**src/rtl/rans_pkg.sv**
```systemverilog
// Shared constants for the rANS decoder: renorm bound, table geometry and
// the controller FSM encoding.
package rans_pkg;

    localparam logic [31:0] RANS_L     = 32'h0080_0000;
    localparam int          SCALE_BITS = 16;
    localparam int          LOG2NSYMS  = 8;

    localparam logic [2:0] ST_IDLE   = 3'd0;
    localparam logic [2:0] ST_INIT   = 3'd1;
    localparam logic [2:0] ST_EMIT   = 3'd2;
    localparam logic [2:0] ST_RENORM = 3'd3;
    localparam logic [2:0] ST_DONE   = 3'd4;

    // One byte-wise renormalisation step; the top byte falls off.
    function automatic logic [31:0] renorm_shift(
        input logic [31:0] s,
        input logic [7:0]  b
    );
        return {s[23:0], b};
    endfunction

endpackage

```
**src/rtl/rans_stream_ctrl_if.sv**
```systemverilog
// Byte-stream, decode-stage and symbol-sink signals of the rANS stream
// controller; master is the controller, slave is its surroundings.
interface rans_stream_ctrl_if;

    logic [7:0]  in_byte;
    logic        in_valid;
    logic        in_ready;
    logic [31:0] dec_state;
    logic [31:0] dec_new_state;
    logic [7:0]  dec_sym;
    logic [7:0]  sym_out;
    logic        sym_valid;
    logic        sym_ready;

    modport master (
        input  in_byte, in_valid, dec_new_state, dec_sym, sym_ready,
        output in_ready, dec_state, sym_out, sym_valid
    );

    modport slave (
        output in_byte, in_valid, dec_new_state, dec_sym, sym_ready,
        input  in_ready, dec_state, sym_out, sym_valid
    );

endinterface

```
**src/rtl/rans_stream_ctrl.sv**
```systemverilog
// Sequential control around the combinational rANS decode stage: state load,
// symbol emission and byte-wise renormalisation.
import rans_pkg::*;

module rans_stream_ctrl #(
    parameter logic [31:0] RANS_L = rans_pkg::RANS_L,
    parameter int          CNT_W  = 32
) (
    input  logic                clk,
    input  logic                rst,
    input  logic                start,
    input  logic [CNT_W-1:0]    num_syms,
    output logic                busy,
    output logic                done,
    output logic                final_ok,
    rans_stream_ctrl_if.master  bus
);

    logic [2:0]       fsm;
    logic [31:0]      state;
    logic [CNT_W-1:0] cnt;
    logic [CNT_W-1:0] nsyms;
    logic [1:0]       byte_idx;

    logic [CNT_W-1:0] cnt_nxt;
    logic [31:0]      shifted;
    logic             low;
    logic             last;

    assign cnt_nxt = cnt + CNT_W'(1);
    assign shifted = renorm_shift(state, bus.in_byte);
    assign low     = state < RANS_L;
    assign last    = cnt == nsyms;

    assign bus.dec_state = state;
    assign bus.sym_out   = bus.dec_sym;
    assign bus.sym_valid = fsm == ST_EMIT;
    assign bus.in_ready  = (fsm == ST_INIT) | ((fsm == ST_RENORM) & low);

    assign busy = fsm != ST_IDLE;
    assign done = fsm == ST_DONE;

    always_ff @(posedge clk or posedge rst) begin
        if (rst) begin
            fsm      <= ST_IDLE;
            state    <= '0;
            cnt      <= '0;
            nsyms    <= '0;
            byte_idx <= '0;
            final_ok <= 1'b0;
        end else begin
            case (fsm)
                ST_IDLE: begin
                    if (start) begin
                        nsyms    <= num_syms;
                        cnt      <= '0;
                        byte_idx <= '0;
                        final_ok <= 1'b0;
                        fsm      <= (num_syms == '0) ? ST_DONE : ST_INIT;
                    end
                end
                ST_INIT: begin
                    // Little-endian load: the first byte ends up in bits 7:0.
                    if (bus.in_valid) begin
                        state    <= {bus.in_byte, state[31:8]};
                        byte_idx <= byte_idx + 2'd1;
                        if (byte_idx == 2'd3)
                            fsm <= ST_EMIT;
                    end
                end
                ST_EMIT: begin
                    if (bus.sym_ready) begin
                        state <= bus.dec_new_state;
                        cnt   <= cnt_nxt;
                        if (bus.dec_new_state < RANS_L)
                            fsm <= ST_RENORM;
                        else if (cnt_nxt == nsyms)
                            fsm <= ST_DONE;
                    end
                end
                ST_RENORM: begin
                    // Leave as soon as the shifted state is in range.
                    if (!low) begin
                        fsm <= last ? ST_DONE : ST_EMIT;
                    end else if (bus.in_valid) begin
                        state <= shifted;
                        if (shifted >= RANS_L)
                            fsm <= last ? ST_DONE : ST_EMIT;
                    end
                end
                ST_DONE: begin
                    final_ok <= state == RANS_L;
                    fsm      <= ST_IDLE;
                end
                default: fsm <= ST_IDLE;
            endcase
        end
    end

endmodule

```
**src/flat_wrapper.sv**
```systemverilog
// flat-port wrapper written by rule: the top's interface ports become plain ports
module rans_stream_ctrl_flat 
#(
    parameter logic [31:0] RANS_L = rans_pkg::RANS_L,
    parameter int          CNT_W  = 32
)
  (clk, rst, start, num_syms, busy, done, final_ok, bus_in_byte, bus_in_valid, bus_dec_new_state, bus_dec_sym, bus_sym_ready, bus_in_ready, bus_dec_state, bus_sym_out, bus_sym_valid);
  rans_stream_ctrl_if bus_i ();
  input  logic clk;
  input  logic rst;
  input  logic start;
  input  logic [CNT_W-1:0] num_syms;
  output logic busy;
  output logic done;
  output logic final_ok;
  input wire logic [$bits(bus_i.in_byte)-1:0] bus_in_byte;
  input wire logic [$bits(bus_i.in_valid)-1:0] bus_in_valid;
  input wire logic [$bits(bus_i.dec_new_state)-1:0] bus_dec_new_state;
  input wire logic [$bits(bus_i.dec_sym)-1:0] bus_dec_sym;
  input wire logic [$bits(bus_i.sym_ready)-1:0] bus_sym_ready;
  output wire logic [$bits(bus_i.in_ready)-1:0] bus_in_ready;
  output wire logic [$bits(bus_i.dec_state)-1:0] bus_dec_state;
  output wire logic [$bits(bus_i.sym_out)-1:0] bus_sym_out;
  output wire logic [$bits(bus_i.sym_valid)-1:0] bus_sym_valid;
  assign bus_i.in_byte = bus_in_byte;
  assign bus_i.in_valid = bus_in_valid;
  assign bus_i.dec_new_state = bus_dec_new_state;
  assign bus_i.dec_sym = bus_dec_sym;
  assign bus_i.sym_ready = bus_sym_ready;
  assign bus_in_ready = bus_i.in_ready;
  assign bus_dec_state = bus_i.dec_state;
  assign bus_sym_out = bus_i.sym_out;
  assign bus_sym_valid = bus_i.sym_valid;
  rans_stream_ctrl #(.RANS_L(RANS_L), .CNT_W(CNT_W)) u_core (.clk(clk), .rst(rst), .start(start), .num_syms(num_syms), .busy(busy), .done(done), .final_ok(final_ok), .bus(bus_i));
endmodule
```
**config.mk**
```make
export PLATFORM = sky130hd
export DESIGN_NAME = rans_stream_ctrl_flat
export DESIGN_NICKNAME = d
export VERILOG_FILES = /design/src/rtl/rans_pkg.sv /design/src/rtl/rans_stream_ctrl_if.sv /design/src/rtl/rans_stream_ctrl.sv /design/src/flat_wrapper.sv
export SDC_FILE = /design/constraint.sdc
export NUM_CORES = 1
export LEC_CHECK = 0
export CORE_MARGIN = 2
export CORE_UTILIZATION = 48
export CTS_CLUSTER_DIAMETER = 40
export DETAILED_ROUTE_END_ITERATION = 7
export PLACE_DENSITY = 0.78
export SYNTH_ARGS = -nofsm -noshare
export SYNTH_HDL_FRONTEND = slang
export SYNTH_SLANG_ARGS = --single-unit
export TNS_END_PERCENT = 5
```
**constraint.sdc**
```tcl
create_clock -name clk -period 3.3 [get_ports clk]
set_clock_uncertainty 0.05 [all_clocks]
set_input_delay 0.495 -clock clk [delete_from_list [all_inputs] [get_ports clk]]
set_output_delay 0.495 -clock clk [all_outputs]
set_load 0.02 [all_outputs]
```
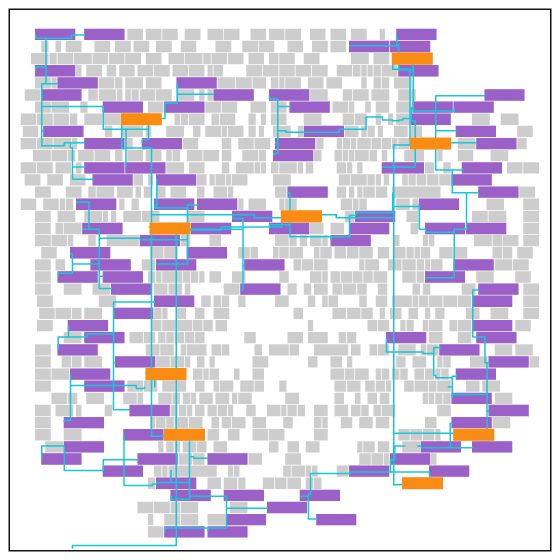
**Above:** run 1 (routed clock nets over the placement).
- orange: cells driving clock nets (count 9)
- purple: flip-flops (count 102)
- cyan: clock wires (length 1290 um)
- routed clock nets: 10

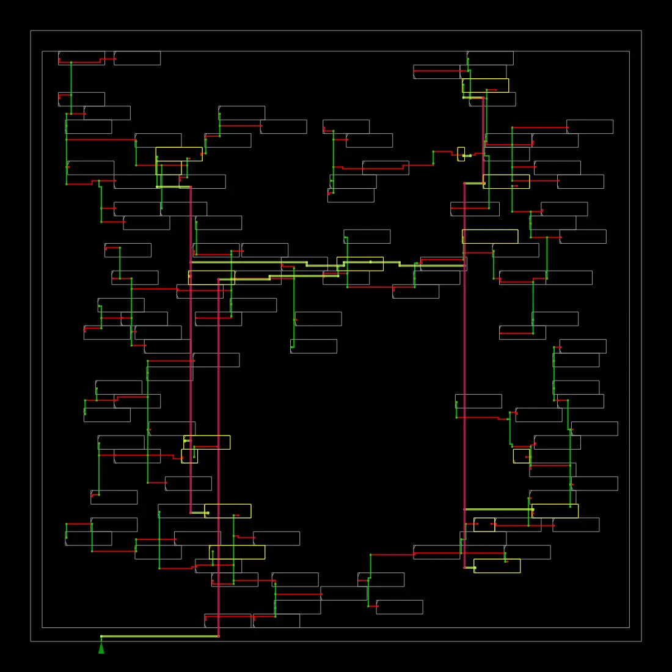
**Above:** run 1 (clock nets).
Clock Sinks: 102
Late-Pin Clk Latency: 360 ps
Clock group: 1190 uW
Num CTS Buffers: 9
clock buffers: 11

==> flow_metrics.env, run 1 <==
# source this file to load flow results
export IMPL_drc_errors=0
export IMPL_yosys_cells=697
export IMPL_maxCapViolations=0
export IMPL_cts_tree="built"
export IMPL_initCoreUtil_pct=49.5
export IMPL_yosysUniqueCellTypes=67
export IMPL_synth_nets=784
export IMPL_area_growth_pct=23.3
export IMPL_max_vdd_ir_drop_mv=0.527
export IMPL_die_size_y_um=121
export IMPL_post_cts_setup_buffers=0
export IMPL_drive_gt1_share_pct=14.7
export IMPL_synthesis_area_um2=6580
export IMPL_grt_pass1_vias=5823
export IMPL_fin_nets=866
export IMPL_warning_count=26
export IMPL_wl_per_cell_um=20.3
export IMPL_first_pass_iters=6
export IMPL_ys_async_sr_fraction_pct=100
export IMPL_relSlewSlack_pct=23.7
export IMPL_pwr_density_cell_nw_per_um2=817
export IMPL_top_cells_by_area="dfrtp_1 39%, mux2_2 10%, mux2i_1 5.0%"
export IMPL_gp_congestion=1.03
export IMPL_fp_row_count=42
export IMPL_min_from="u_core.cnt[31]"
export IMPL_synth_warnings=0
export IMPL_edf_count=0
export IMPL_finish_instance_area_um2=8110
export IMPL_crit_chain="nand4_1 > or3_1 > xnor2_1 > a2111oi_0 > nand4_1 > or3_1 > o22a_1"
export IMPL_status="complete, no violations"
export IMPL_stdcell_count=960
export IMPL_finalHoldViolations=0
export IMPL_cp_slowest_cell="a2111oi_0"
export IMPL_htree_levels=3
export IMPL_critPathLaunchType="flip-flop"
export IMPL_place_inst=944
export IMPL_layout_top_cell="clkdlybuf4s50_1"
export IMPL_fillers=1114
export IMPL_crit_family="simple AND/OR/NAND/NOR gates"
export IMPL_wl_um=19500
export IMPL_reg2reg_setup_slack_ps=250
export IMPL_layout_top_cells="113 x clkdlybuf4s50_1, 101 x dfrtp_1, 70 x nand2_1"
export IMPL_max_clock_freq_ghz=0.328
export IMPL_drtAntennaViolNets=0
export IMPL_cp_endpoint="u_core.fsm[1]"
export IMPL_worstSetupStartpoint="u_core.cnt[8]"
export IMPL_crit_buf_inv=0
export IMPL_finalCriticalPeriod_ps=3050
export IMPL_antenna_cells=0
export IMPL_dp_slack_ps=326
export IMPL_holdPathEnd="u_core.cnt[31]"
export IMPL_worstMarginPinSlew_ps=1140
export IMPL_drt_iter0_markers=731
export IMPL_hp_class="reg2reg"
export IMPL_critPathRequiredTime_ps=3500
export IMPL_ctsLongestPathBuffers=2
export IMPL_hpwlAfterDp_um=14500
export IMPL_synth_top_flop_cell="dfrtp_1"
export IMPL_vias=5943
export IMPL_critical_path_endpoint_type="flip-flop"
export IMPL_ff2ff_path_depth=7
export IMPL_path_class="reg2reg"
export IMPL_yosysChipArea_um2=6580
export IMPL_most_common_cell="dfrtp_1"
export IMPL_arrival_ps=3250
export IMPL_common_cells="102 x dfrtp_1, 70 x nand2_1, 66 x o21ai_0, 61 x mux2_2, 37 x xor2_1"
export IMPL_grt_overflow_total=0
export IMPL_io_pins=130
export IMPL_finalCritPeriodShare_pct=92.4
export IMPL_maxSlewViolCount=0
export IMPL_top_area_cell="dfrtp_1"
export IMPL_leakagePower_uw=0.00322
export IMPL_rr_endpoint="u_core.fsm[1]"
export IMPL_rr_startpoint="u_core.cnt[8]"
export IMPL_grt_start_max_net_pins=66
export IMPL_io_buffers=113
export IMPL_ys_seq_share_pct=38.8
export IMPL_root_buffer="clkbuf_16"
export IMPL_ys_ff=102
export IMPL_cp_slowest_stage_delay_ps=550
export IMPL_syn_avg_cell_area_um2=9.44
export IMPL_antenna_found_initial=0
export IMPL_cp_depth=7
export IMPL_final_setup_tns_ps=0
export IMPL_placed_cell_area_um2=7780
export IMPL_setup_slack_ps=250
export IMPL_viasPerCell=6.19
export IMPL_path_max_fanout=9
export IMPL_die_w_um=121
export IMPL_min_delay_path_depth=1
export IMPL_core_region_area_um2=13300
export IMPL_yosys_area_top_type_share_pct=38.8
export IMPL_grt_first_pass_wirelength_um=31200
export IMPL_cts_clk_slew_worst_paths_ps=70
export IMPL_finalPower_uw=6630
export IMPL_postCtsHoldBufs=0
export IMPL_cts_resized=0
export IMPL_rsz0062_at_grt="false"
export IMPL_grt_use_total_pct=27.2
export IMPL_synthCells=697
export IMPL_chipArea_um2=14700
export IMPL_setup_viol_count_final=0
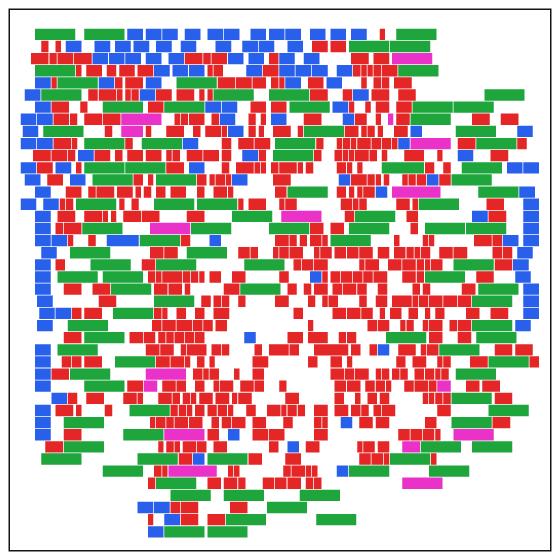
**Above:** run 1 (cell classes on the final placement).
- green: flip-flops (cells 102; share of their area 32%)
- magenta: clock drivers and dummy loads (cells 16; share of their area 4.2%)
- blue: other buffers and delay cells (cells 129; share of their area 16%)
- red: all other logic (cells 537; share of their area 47%)

## run 1: where the power goes
group	leakage (uW)	total, uW	switching [uW]	internal (uW)
Combinational	0.00177	3190	1670	1520
Sequential	0.00130	2260	566	1690
Clock	0.000163	1190	488	697
Total	0.00322	6630	2730	3900
## run 1: logic make-up (layout without fill, tap and decap cells)
logic type | after synthesis | in the layout | synth area share [%]
AOI/OAI and AO/OA | 148 | 148 | 14.4
xor gates and xnor gates | 49 | 49 | 6.52
adders and majority gates | 3 | 3 | 0.533
buffers and inverters | 69 | 156 | 5.02
DFF | 102 | 102 | 38.8
muxes | 96 | 96 | 15.8
and+or+nand+nor | 230 | 230 | 18.9
## run 1: through the flow
stage	utilization, %	hold WS, ps
floorplan	-	420
global placement	58.5	466
detailed placement	58.5	472
CTS	61.0	484
global route	61.0	505
finish	61.0	476
## run 1: layout make-up
class	count	area, um^2	area share [%]
clock buffers	11	243	2.99
repair buffers	129	1260	15.6
flip-flops and latches	102	2550	31.5
multi-input cells	526	3700	45.6
clock inverters	5	88.8	1.10
well taps	176	220	2.72
inverters	11	43.8	0.540
## run 1: registers in the layout (all words and copies together) (netlist names)
| name | cells |
|---|---|
| u_core.bus.dec_state | 32 |
| u_core.byte_idx | 2 |
| u_core.cnt | 32 |
| u_core.nsyms | 32 |
| u_core.fsm | 3 |
| u_core.final_ok | 1 |
## run 1: worst register-to-register path, stage by stage, from the launching register on
cell and delay (ps):
dfrtp_1 530, nand4_1 270, or3_1 530, xnor2_1 180
a2111oi_0 550, nand4_1 220, or3_1 440, o22a_1 170
## run 1: layer usage
layer | part of all wire [%] | GRT usage [%] | vias up
li1 | - | - | 2727
met1 | 45 | 38.9 | 2876
met2 | 46 | 42.2 | 295
met3 | 6.9 | 3.57 | 45
met4 | 2.5 | 10.1 | 0
met5 | 0 | 0 | -
--- run 2 (diff from run 1) ---
- CAP_MARGIN: unset -> 20
- PLACE_DENSITY: 0.78 -> 0.81
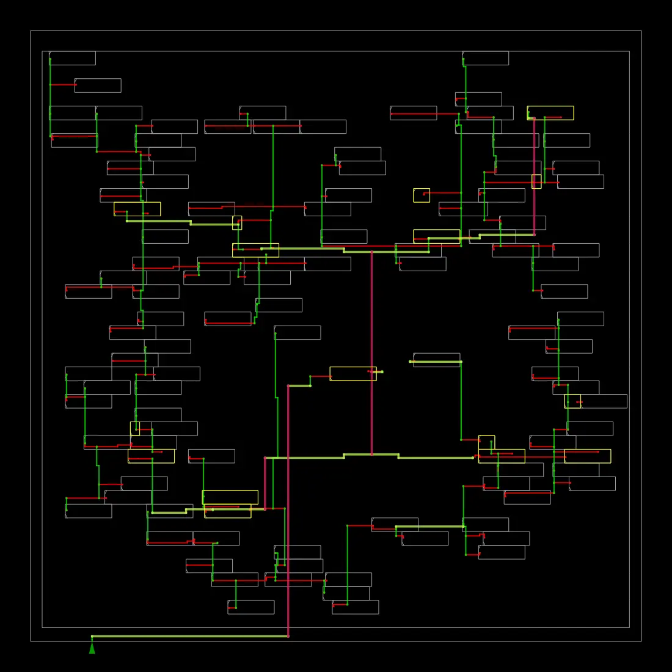
**Above:** run 2 (clock nets).
sequential cell count: 102
Clock group: 1090 uW
clock buffers: 9

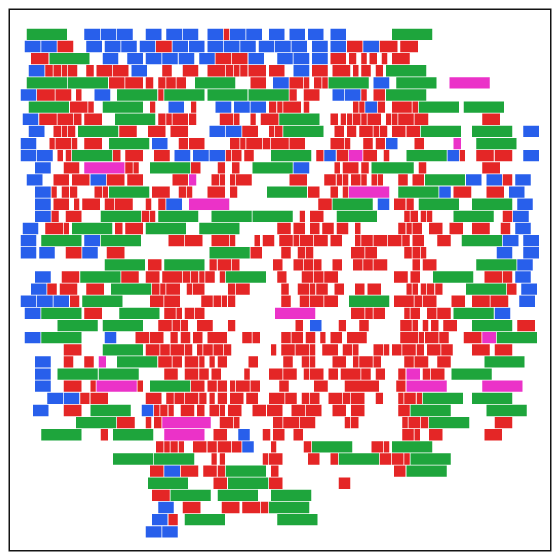
**Above:** run 2 (cell classes on the final placement).
- magenta: clock drivers and dummy loads (cells 16; share of their area 3.8%)
- red: all other logic (cells 537; share of their area 48%)
- green: flip-flops (cells 102; share of their area 33%)
- blue: other buffers and delay cells (cells 125; share of their area 16%)

==> flow_metrics.env, run 2 <==
# source this file to load flow results
export IMPL_status="complete, no violations"
export IMPL_highest_layer="met4"
export IMPL_viasPerCell=6.22
export IMPL_fillers=1100
export IMPL_ys_async_sr_fraction_pct=100
export IMPL_crit_family="simple AND/OR/NAND/NOR gates"
export IMPL_root_buffer="clkbuf_16"
export IMPL_max_clock_freq_ghz=0.316
export IMPL_cp_slowest_stage_delay_ps=500
export IMPL_drtAntennaViolNets=0
export IMPL_antenna_found_initial=0
export IMPL_grt_use_total_pct=26.8
export IMPL_hp_class="reg2reg"
export IMPL_met2_usage_pct=42.8
export IMPL_wl_met1_um=8440
export IMPL_top_cells_by_area="dfrtp_1 39%, mux2_2 10%, mux2i_1 5.0%"
export IMPL_relSlewSlack_pct=29.0
export IMPL_hpwlAfterDp_um=14200
export IMPL_leakagePower_uw=0.00319
export IMPL_synth_warnings=0
export IMPL_drc_errors=0
export IMPL_ys_seq_share_pct=38.8
export IMPL_synthCells=697
export IMPL_critical_path_endpoint_type="flip-flop"
export IMPL_worstMarginPinSlew_ps=1070
export IMPL_most_common_cell="dfrtp_1"
export IMPL_area_growth_pct=22.1
export IMPL_finalCriticalPeriod_ps=3160
export IMPL_insertion_delay_ps=360
export IMPL_setup_slack_ps=140
export IMPL_finalHoldViolations=0
export IMPL_critPathRequiredTime_ps=3500
export IMPL_maxSlewViolCount=0
export IMPL_edf_count=0
export IMPL_crit_buf_inv=0
export IMPL_layout_top_cell="clkdlybuf4s50_1"
export IMPL_path_class="reg2reg"
export IMPL_first_pass_iters=5
export IMPL_core_region_area_um2=13300
export IMPL_layout_top_cells="113 x clkdlybuf4s50_1, 101 x dfrtp_1, 70 x nand2_1"
export IMPL_path_max_fanout=8
export IMPL_drt_iter0_markers=744
export IMPL_logic_area_um2=3700
export IMPL_crit_top_cell="nand4_1"
export IMPL_regArea_um2=2550
export IMPL_dr_wl_met2_um=9070
export IMPL_initCoreUtil_pct=49.5
export IMPL_grt_busiest_layer="met2"
export IMPL_vias=5942
export IMPL_antenna_cells=0
export IMPL_clock_sinks=102
export IMPL_synth_top_flop_cell="dfrtp_1"
export IMPL_cts_clk_slew_worst_paths_ps=70
export IMPL_numCtsBuffers=9
export IMPL_finalCritPeriodShare_pct=95.7
export IMPL_grt_pass1_vias=5712
export IMPL_fp_row_count=42
export IMPL_pwr_density_cell_nw_per_um2=810
export IMPL_wl_um=19200
export IMPL_top_area_cell="dfrtp_1"
export IMPL_io_pins=130
export IMPL_crit_chain="ha_1 > nand3_2 > nor4_2 > nand4_1 > a2111oi_0 > nand4_1 > or3_1 > o22a_1"
export IMPL_yosysChipArea_um2=6580
export IMPL_fin_nets=862
export IMPL_die_size_y_um=121
export IMPL_dp_slack_ps=264
export IMPL_ctsLongestPathBuffers=2
export IMPL_critPathLaunchType="flip-flop"
export IMPL_grt_overflow_total=0
export IMPL_grtUsageMet3_pct=5.64
export IMPL_synthesis_area_um2=6580
export IMPL_finish_instance_area_um2=8030
export IMPL_final_setup_tns_ps=0
export IMPL_grt_first_pass_wirelength_um=30500
export IMPL_placed_cell_area_um2=7740
export IMPL_synth_nets=784
export IMPL_rsz0062_at_grt="false"
export IMPL_drive_gt1_share_pct=14.4
export IMPL_arrival_ps=3350
export IMPL_yosys_cells=697
export IMPL_max_vdd_ir_drop_mv=0.577
export IMPL_yosys_area_top_type_share_pct=38.8
export IMPL_io_buffers=113
export IMPL_warning_count=26
export IMPL_postCtsHoldBufs=0
export IMPL_cts_tree="built"
export IMPL_syn_avg_cell_area_um2=9.44
export IMPL_ys_ff=102
export IMPL_grt_start_max_net_pins=66
export IMPL_grtUsageMet1_pct=37.0
export IMPL_die_w_um=121
export IMPL_setup_viol_count_final=0
export IMPL_cp_slowest_cell="nor4_2"
export IMPL_wl_met3_um=1330
export IMPL_cts_resized=0
export IMPL_gp_congestion=1.07
export IMPL_htree_levels=3
export IMPL_chipArea_um2=14700
export IMPL_wl_per_cell_um=20.1
export IMPL_common_cells="102 x dfrtp_1, 70 x nand2_1, 66 x o21ai_0, 61 x mux2_2, 37 x xor2_1"
export IMPL_post_cts_setup_buffers=0
export IMPL_maxCapViolations=0
export IMPL_yosysUniqueCellTypes=67
[run 2: cell counts after synthesis]
Identical to the previous run, type by type.
[run 2: worst paths after layout]
path                                      from             end  slack, ps  cells after the start
worst max-delay path             u_core.cnt[0]   u_core.fsm[1]        140                      8
worst min-delay path            u_core.cnt[31]  u_core.cnt[31]        470                      1
worst max register to register   u_core.cnt[0]   u_core.fsm[1]        140                      8
worst min register to register  u_core.cnt[31]  u_core.cnt[31]        470                      1
max in group asynchronous                  rst  u_core.cnt[25]       1880                      3
min in group asynchronous                  rst   u_core.cnt[7]        570                      2
[run 2: metrics by stage]
step           util (%)  instances  hold slack (ps)  power, uW
6_report           60.4        956              466       6510
5_1_grt            60.4        956              482       6860
4_1_cts            60.4        956              467       6480
3_5_place_dp       58.2        940              453       5370
3_3_place_gp       58.2        940              450       5280
2_1_floorplan         -        697              420       4240
[run 2: kinds of logic after synthesis]
kind of cell	after synthesis	share of synthesized area [%]
AND/OR/NAND/NOR	230	18.9
AND-OR/OR-AND	148	14.4
flip-flops	102	38.8
multiplexers	96	15.8
buffers and inverters	69	5.02
XOR/XNOR	49	6.52
adder cells (fa/ha/maj)	3	0.533
[run 2: power breakdown]
| group | internal [uW] | switching [uW] |
|---|---|---|
| Combinational | 1510 | 1650 |
| Clock | 591 | 500 |
| Sequential | 1690 | 562 |
| Total | 3790 | 2710 |
[run 2: cell type report]
class | instances | area share (%)
clock buffers | 9 | 2.80
repair buffers | 125 | 15.2
clock inverters | 7 | 0.888
inverters | 11 | 0.545
flip-flops and latches | 102 | 31.8
multi-input cells | 526 | 46.0
well taps | 176 | 2.74
[run 2: worst reg2reg max path: stages (launching register included)]
cell	delay, ps
dfrtp_1	490
ha_1	330
nand3_2	220
nor4_2	500
nand4_1	150
a2111oi_0	480
nand4_1	200
or3_1	450
o22a_1	190
--- run 3 (diff from run 2) ---
- ABC_CLOCK_PERIOD_IN_PS: unset -> 3800
- CORE_UTILIZATION: 48 -> 57
- PLACE_DENSITY: 0.81 -> 0.9
- SLEW_MARGIN: unset -> 30
- clock period: 3.3 -> 3.8 ns (I/O delays scaled with it)
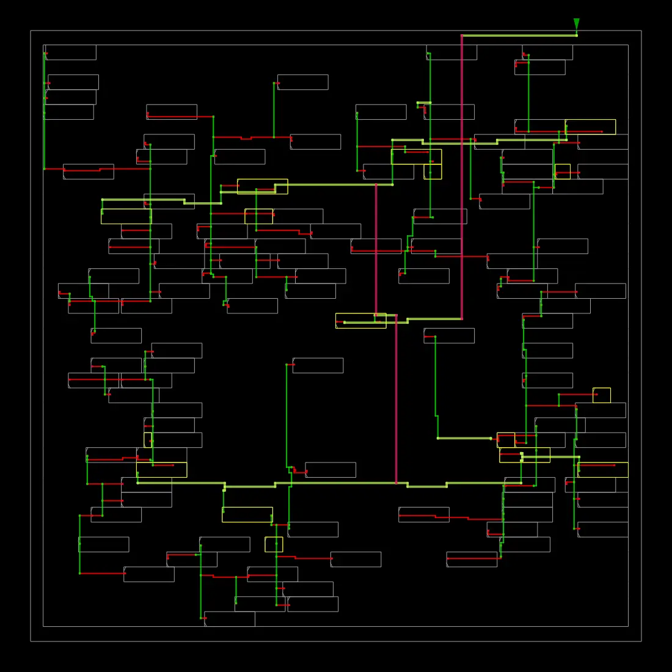
**Above:** run 3 (clock nets).
Clock group: 901 uW
clock buffers: 11

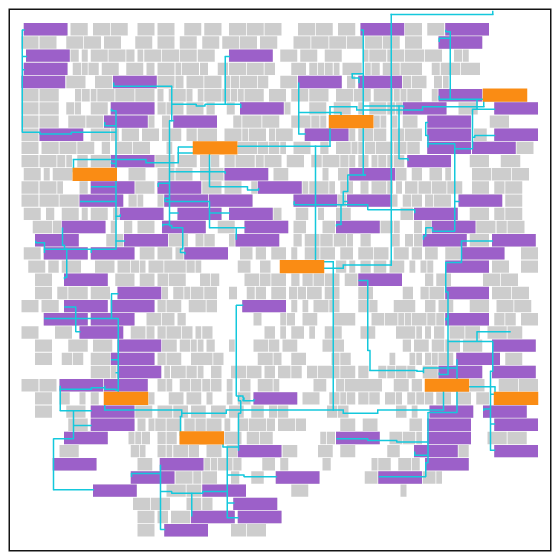
**Above:** run 3 (routed clock nets over the placement).
- purple: flip-flops (count 102)
- cyan: clock wires (length 1280 um)
- orange: cells driving clock nets (count 9)
- routed clock nets: 10
- flops lie: all over the die

==> flow_metrics.env, run 3 <==
# source this file to load flow results
export IMPL_status="complete, no violations"
export IMPL_pwr_share_comb_pct=48.8
export IMPL_warning_count=26
export IMPL_pwr_share_seq_pct=35.2
export IMPL_finalCriticalPeriod_ps=3100
export IMPL_critPathLaunchType="flip-flop"
export IMPL_cts_resized=0
export IMPL_regArea_um2=2550
export IMPL_common_cells="102 x dfrtp_1, 70 x nand2_1, 66 x o21ai_0, 61 x mux2_2, 37 x xor2_1"
export IMPL_power_share_switching_pct=42.5
export IMPL_yosys_cells=697
export IMPL_arrival_ps=3300
export IMPL_initCoreUtil_pct=58.1
export IMPL_p_int_uw=3240
export IMPL_antenna_cells=0
export IMPL_maxCapViolations=0
export IMPL_wl_per_cell_um=21.1
export IMPL_chipArea_um2=12400
export IMPL_numCtsBuffers=9
export IMPL_finish_instance_area_um2=7950
export IMPL_top_cells_by_area="dfrtp_1 39%, mux2_2 10%, mux2i_1 5.0%"
export IMPL_max_vdd_ir_drop_mv=0.649
export IMPL_worstMarginPinSlew_ps=834
export IMPL_rsz0062_at_grt="false"
export IMPL_vias=6043
export IMPL_switching_power_uw=2390
export IMPL_critPathRequiredTime_ps=4010
export IMPL_cts_clk_slew_worst_paths_ps=70
export IMPL_fin_util_pct=70.2
export IMPL_ff2ff_path_depth=8
export IMPL_most_common_cell="dfrtp_1"
export IMPL_cp_depth=8
export IMPL_io_buffers=113
export IMPL_pwr_density_cell_nw_per_um2=708
export IMPL_min_delay_path_depth=1
export IMPL_path_class="reg2reg"
export IMPL_post_cts_setup_buffers=0
export IMPL_layout_top_cell="clkdlybuf4s50_1"
export IMPL_io_pins=130
export IMPL_grt_first_pass_wirelength_um=30200
export IMPL_crit_buf_inv=0
export IMPL_viasPerCell=6.58
export IMPL_yosys_area_top_type_share_pct=38.8
export IMPL_finalCritPeriodShare_pct=81.5
export IMPL_drtAntennaViolNets=0
export IMPL_ctsLongestPathBuffers=2
export IMPL_path_max_fanout=9
export IMPL_insertion_delay_ps=360
export IMPL_maxSlewViolCount=0
export IMPL_drt_iter0_markers=621
export IMPL_grt_pass1_vias=5663
export IMPL_critical_path_endpoint_type="flip-flop"
export IMPL_root_buffer="clkbuf_16"
export IMPL_final_setup_tns_ps=0
export IMPL_postCtsHoldBufs=0
export IMPL_setup_viol_count_final=0
export IMPL_drive_gt1_share_pct=13.9
export IMPL_synth_top_flop_cell="dfrtp_1"
export IMPL_synthesis_area_um2=6580
export IMPL_die_w_um=111
export IMPL_synth_warnings=0
export IMPL_grt_use_total_pct=30.7
export IMPL_edf_count=0
export IMPL_fp_row_count=39
export IMPL_top_area_cell="dfrtp_1"
export IMPL_synthCells=697
export IMPL_yosysUniqueCellTypes=67
export IMPL_cp_slowest_stage_delay_ps=560
export IMPL_fillers=845
export IMPL_fin_nets=858
export IMPL_ys_seq_share_pct=38.8
export IMPL_logic_area_um2=3700
export IMPL_clock_sinks=102
export IMPL_gp_congestion=1.03
export IMPL_hpwlAfterDp_um=13800
export IMPL_core_region_area_um2=11300
export IMPL_htree_levels=3
export IMPL_first_pass_iters=7
export IMPL_drc_errors=0
export IMPL_leakagePower_uw=0.00315
export IMPL_ys_ff=102
export IMPL_wl_um=19400
export IMPL_p_comb_uw=2750
export IMPL_cts_tree="built"
export IMPL_syn_avg_cell_area_um2=9.44
export IMPL_hp_class="reg2reg"
export IMPL_crit_family="simple AND/OR/NAND/NOR gates"
export IMPL_yosysChipArea_um2=6580
export IMPL_crit_chain="ha_1 > nand3_2 > nor3_2 > a32oi_1 > a2111oi_0 > nand4_1 > or3_1 > o22a_1"
export IMPL_max_clock_freq_ghz=0.323
export IMPL_synth_nets=784
export IMPL_grt_start_max_net_pins=66
export IMPL_hold_slack_ps=474
export IMPL_antenna_found_initial=0
export IMPL_finalHoldViolations=0
export IMPL_placed_cell_area_um2=7660
export IMPL_cp_slowest_cell="nor3_2"
export IMPL_ys_async_sr_fraction_pct=100
export IMPL_relSlewSlack_pct=43.7
export IMPL_grt_overflow_total=0
export IMPL_die_size_y_um=111
export IMPL_pg_seq_uw=1980
export IMPL_area_growth_pct=20.9
export IMPL_top_power_group="combinational logic"
export IMPL_layout_top_cells="113 x clkdlybuf4s50_1, 101 x dfrtp_1, 70 x nand2_1"
export IMPL_clockPowerShare_pct=16.0
run 3: cell counts after synthesis:
No cell type changed its count.
run 3: cell families (layout without fill, tap and decap cells):
family	after synthesis	count (layout)	share of synthesized area, %
XOR/XNOR	49	49	6.52
AND/OR/NAND/NOR	230	230	18.9
flip-flops	102	102	38.8
multiplexers	96	96	15.8
AND-OR/OR-AND	148	148	14.4
adder cells (fa/ha/maj)	3	3	0.533
buffers and inverters	69	148	5.02
run 3: cell type report:
| type | instances | area share (%) |
|---|---|---|
| Multi-Input combinational cell | 526 | 46.5 |
| Sequential cell | 102 | 32.1 |
| Timing Repair Buffer | 121 | 15.0 |
| Clock buffer | 11 | 3.05 |
| Tap cell | 143 | 2.25 |
| Inverter | 11 | 0.551 |
| Clock inverter | 5 | 0.535 |
run 3: final timing paths:
check | end | from | slack [ps]
setup reg to reg | u_core.fsm[1] | u_core.cnt[0] | 700
min in group asynchronous | u_core.nsyms[2] | rst | 670
setup / recovery | u_core.fsm[1] | u_core.cnt[0] | 700
hold reg to reg | u_core.cnt[31] | u_core.cnt[31] | 470
max in group asynchronous | u_core.nsyms[26] | rst | 2270
hold / removal | u_core.cnt[31] | u_core.cnt[31] | 470
run 3: metrics by stage:
| step | worst slack (ps) | cells | power (uW) |
|---|---|---|---|
| floorplan | 505 | 697 | 3680 |
| global placement | 685 | 903 | 4560 |
| detailed placement | 595 | 903 | 4660 |
| CTS | 774 | 919 | 5590 |
| global route | 521 | 919 | 5890 |
| finish | 705 | 919 | 5630 |
run 3: per-layer routing:
| metal | vias to the layer above | wire [um] | global-route usage [%] |
|---|---|---|---|
| met1 | 2928 | 8070 | 42.3 |
| met3 | 57 | 1620 | 6.59 |
| li1 | 2711 | - | - |
| met5 | - | 0 | 0 |
| met2 | 347 | 9180 | 49.1 |
| met4 | 0 | 507 | 9.55 |
Power figures rest on the tool's default switching activity, not on a simulated workload.
